==> src/rtl/riscv_register_bank.sv <==
// 32-entry RISC-V integer register file: two combinational read ports, one
// synchronous write port, x0 hardwired to zero, asynchronous active-low clear.
module riscv_register_bank #(
  parameter int unsigned DATA_W = 32,
  parameter int unsigned ADDR_W = 5
) (
  input  logic              CLK,
  input  logic              RST,
  input  logic [ADDR_W-1:0] Add_A,
  input  logic [ADDR_W-1:0] Add_B,
  input  logic [ADDR_W-1:0] Add_Dest,
  input  logic [DATA_W-1:0] Write_Data,
  input  logic              Write_En,
  output logic [DATA_W-1:0] Info_A,
  output logic [DATA_W-1:0] Info_B
);

  localparam int unsigned NumRegs = 2 ** ADDR_W;

  // x0 has no storage; only x1..x(NumRegs-1) are real flops.
  logic [DATA_W-1:0] regs_q [1:NumRegs-1];

  for (genvar g = 1; g < NumRegs; g++) begin : g_reg
    logic wr_en;

    // An X on Write_En evaluates false in the if below, so it never writes.
    assign wr_en = Write_En && (Add_Dest == ADDR_W'(g));

    always_ff @(posedge CLK or negedge RST) begin
      if (!RST) begin
        regs_q[g] <= '0;
      end else if (wr_en) begin
        regs_q[g] <= Write_Data;
      end
    end
  end

  // No write-to-read bypass: a same-cycle read of Add_Dest sees the old value.
  always_comb begin
    Info_A = '0;
    Info_B = '0;
    if (RST) begin
      if (Add_A != '0) Info_A = regs_q[Add_A];
      if (Add_B != '0) Info_B = regs_q[Add_B];
    end
  end

endmodule

==> config.mk <==
export PLATFORM = sky130hd
export DESIGN_NAME = riscv_register_bank
export DESIGN_NICKNAME = d
export VERILOG_FILES = /design/src/rtl/riscv_register_bank.sv
export SDC_FILE = /design/constraint.sdc
export NUM_CORES = 2
export LEC_CHECK = 0
export ABC_AREA = 1
export CORE_MARGIN = 8
export CORE_UTILIZATION = 45
export DETAILED_ROUTE_END_ITERATION = 8
export HOLD_SLACK_MARGIN = 0.1
export PLACE_DENSITY = 0.63
export SLEW_MARGIN = 20
export SYNTH_ARGS = -nofsm -noshare
export SYNTH_HDL_FRONTEND = slang
export SYNTH_SLANG_ARGS = --single-unit
==> constraint.sdc <==
create_clock -name CLK -period 2.7 [get_ports CLK]
set_input_delay 0.54 -clock CLK [delete_from_list [all_inputs] [get_ports CLK]]
set_output_delay 0.54 -clock CLK [all_outputs]
set_load 0.01 [all_outputs]
==> results.txt <==
run results: status=finished, final reports clean, non-clock buffer total of the final layout=731, most instantiated logic cell after routing=nand2_1, Post-route DRC=0, synth warn=0, EDFF count, synth=0, Adder Share, Synth=0%, critical path's most frequent cell=nand3_1, cell internal pwr=around 0.032 W, first-pass GRT wire length=around 360000 um, CP top delay family=simple AND/OR/NAND/NOR gates, unrepaired setup endpoints after global routing=yes, Yosys top cell area share=42.76%, Post-synth top cells=nand2_1, nand3_1, o21ai_0, GRT Overall Usage=approximately 33%, Layout Nets=9015, final instance area=between 70000 and 80000 um2, DP HPWL=between 100000 and 150000 um, sequential group power=between 0.015 and 0.02 W, WHS=0.4824 ns, Pwr Total=between 0.04 and 0.05 W, DP Area=roughly 65000 um2, post-layout period usage=between 90 and 100%, GPL Wtd Cong=between 0.9 and 1, OpenROAD warning count=~43, largest net degree at the start of global routing=167, worst endpoint required time=2.16 ns, post-CTS resize count=roughly 480, final setup margin=roughly 0.0045 ns, vias post-DR=between 60000 and 70000, Comb area=between 20000 and 30000 um2, top sig layer=met5, Main logic family=simple AND/OR/NAND/NOR gates, endpoints failing hold=0, Top Registers=regs_q (992), Worst Setup End Kind=primary output, Clk pwr share=a little over a third, crit-path max FO=17, gr busiest metal=met2, met2 wire len=106400 um, area reported by Yosys stat=about 58000 um2, post-synth net total=8878, CTS H-tree depth=3, Row Count=131, Iteration-0 DRC Markers=8372, max FFs per register=just under 1000, PwrDens=665.3 nW/um2, setup violators final=0, combinational group share of total power=between 20% and 30%, Most common reg cell=dfrtp_1, placed insts=approximately 10000, worst-path cell chain=buf_16 -> buf_12 -> buf_6 -> clkbuf_16 -> nand2_1 -> nand3_1 -> nand3_1 -> nand3_1 -> nand3_1 -> nand2_1 -> nor2_4 -> buf_6, most frequent cell after synthesis=nand2_1, Late-Pin Clk Latency=roughly 0.75 ns, most instantiated logic cells after routing=nand2_1, nand3_1, o21ai_0, dfrtp_1, inv_1, Cell area leaders=dfrtp_1, nand2_1, nand3_1, share of power burned in registers=between 40% and 50%, Tmin final=2.695 ns, aoi share=9.961%, share of cells above drive strength 1=13.76%, yosys stat cell total=8828, Global Route met1 Usage=44.92%, setup_tns=0 ns, Worst Path Buf+Inv=5, Root Buffer=clkbuf_16, DRT met1 WL=~97000 um, Vias/cell=roughly 5.8, Post-synth regs=about 1000, worst-margin pin slew=between 0.9 and 1 ns, Biggest register=regs_q, area fraction in mux cells=0%, synthesized area per cell=approximately 6.6 um2, signal buffers share of area=between 10% and 20%, CTS sink cnt=992, Largest cell class=combinational gates, Post-CTS Setup Inserts=between 50 and 60, clock-net power=between 0.015 and 0.02 W, met3 usage in global routing=between 7 and 8%, Final Max Slew Viols=0, GRT met2 Usage=50.53%, met3 WL=roughly 30000 um, placement-stage worst setup slack=-0.6906 ns, non-clock inverter total of the final layout=between 800 and 900, multi-input gates=6298, iteration tally of the first detailed-router pass=9, Switching Share=approximately 32%, Final Non-Filler Cells=about 11000, CTS tree=built, Worst Setup Start Kind=input port, CTS Buffer Depth=3, static leakage=36.31 nW, post-synth top area cell=dfrtp_1, Max Cap Viol=0, Cells after Synth=just under 9000, combinational share of cell area=roughly two fifths, Worst EP arrival=around 2.2 ns, asr flop ratio synth=100.0%, Unique masters post-synth=21, initial antenna violation count=5, post-synthesis sequential area ratio=around 43%, Hold Buf Count CTS=1, FFs & Latches=a little under 1000, maximum vdd drop=approximately 610 uV, Final ANT Viol Nets=0, gr ovfl total=0, xor and xnor area share after synthesis=0%, wire per inst=between 20 and 25 um, Pwr top=registers, CTS Buf Count=between 100 and 150, Worst Skew=0 ns, sequential share of cell area=34.44%, diode count=2, Die ar.=between 100000 and 150000 um2, Synth Area in Simple Gates=36.54%, Max Fclk=~370 MHz, Clock buf/inv share=approximately 5.6%, Syn-to-layout area delta=24.13%, switching power=about 0.015 W, min-delay worst type=flip-flop to flip-flop, FP Util=around 45%, Syn Std Cell Area=58060 um2, overall routed net length=approximately 250000 um, worst setup path category=input port to primary output, final-layout clock buffer total=147, clk slew on worst S/H paths=about 0.06 ns, CP max stage cell=nor2_4, CP peak stage delay=about 0.23 ns, max_slew headroom=between 30 and 40%, Comb group=0.0114 W
## worst paths after layout
| path | start | to | depth (start not counted) | slack, ns |
|---|---|---|---|---|
| setup / recovery | Add_B[0] | Info_B[9] | 12 | 0.005 |
| max in group asynchronous | RST | regs_q[682]$_DFFE_PN0P_ | 5 | 0.23 |
| hold reg to reg | regs_q[925]$_DFFE_PN0P_ | regs_q[925]$_DFFE_PN0P_ | 2 | 0.48 |
| hold / removal | regs_q[925]$_DFFE_PN0P_ | regs_q[925]$_DFFE_PN0P_ | 2 | 0.48 |
| min in group asynchronous | RST | regs_q[35]$_DFFE_PN0P_ | 3 | 0.79 |
| setup reg to reg | regs_q[502]$_DFFE_PN0P_ | regs_q[502]$_DFFE_PN0P_ | 3 | 1.89 |
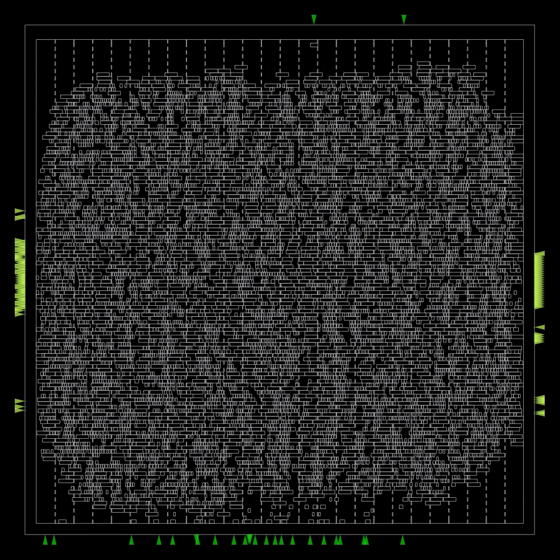
placement.png
final core occ: 56.37%
Fillers: 12095
Tap Cells: 1662
core box area: 127800 um2

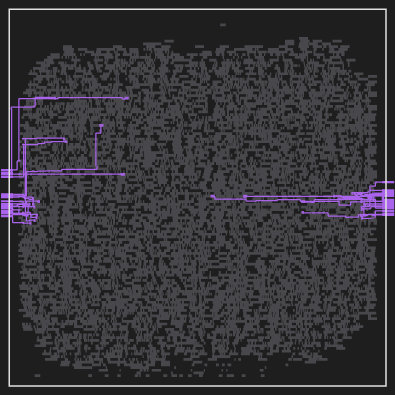
io_fan.png
Scale: 1 px per um.
Key: purple = `Info_B` [direction output, edge 16 left, 16 right, end cells 32, buffers 39, wire 2050 um]
Boundary Pins: 114
count of input and output buffers: 113

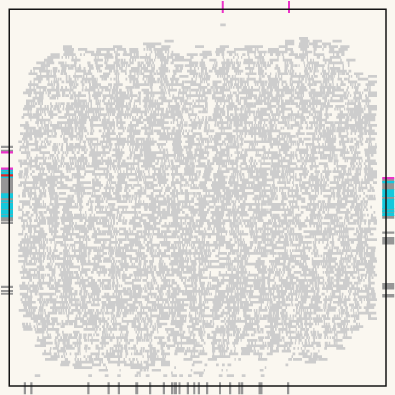
io_placement.png
Scale: 1 px per um. Pins as bars across the die edge, other pins in gray.
Key: red = `Write_En` [pins 1, direction input, edge left]; magenta = `Add_A` [pins 5, direction input, edge 2 top, 2 left, 1 right]; cyan = `Info_B` [pins 32, direction output, edge 16 left, 16 right]
Die W: 375.2 um
Die Ht: 375.2 um

No activity file was given, so power comes from the tool's default toggle rates.
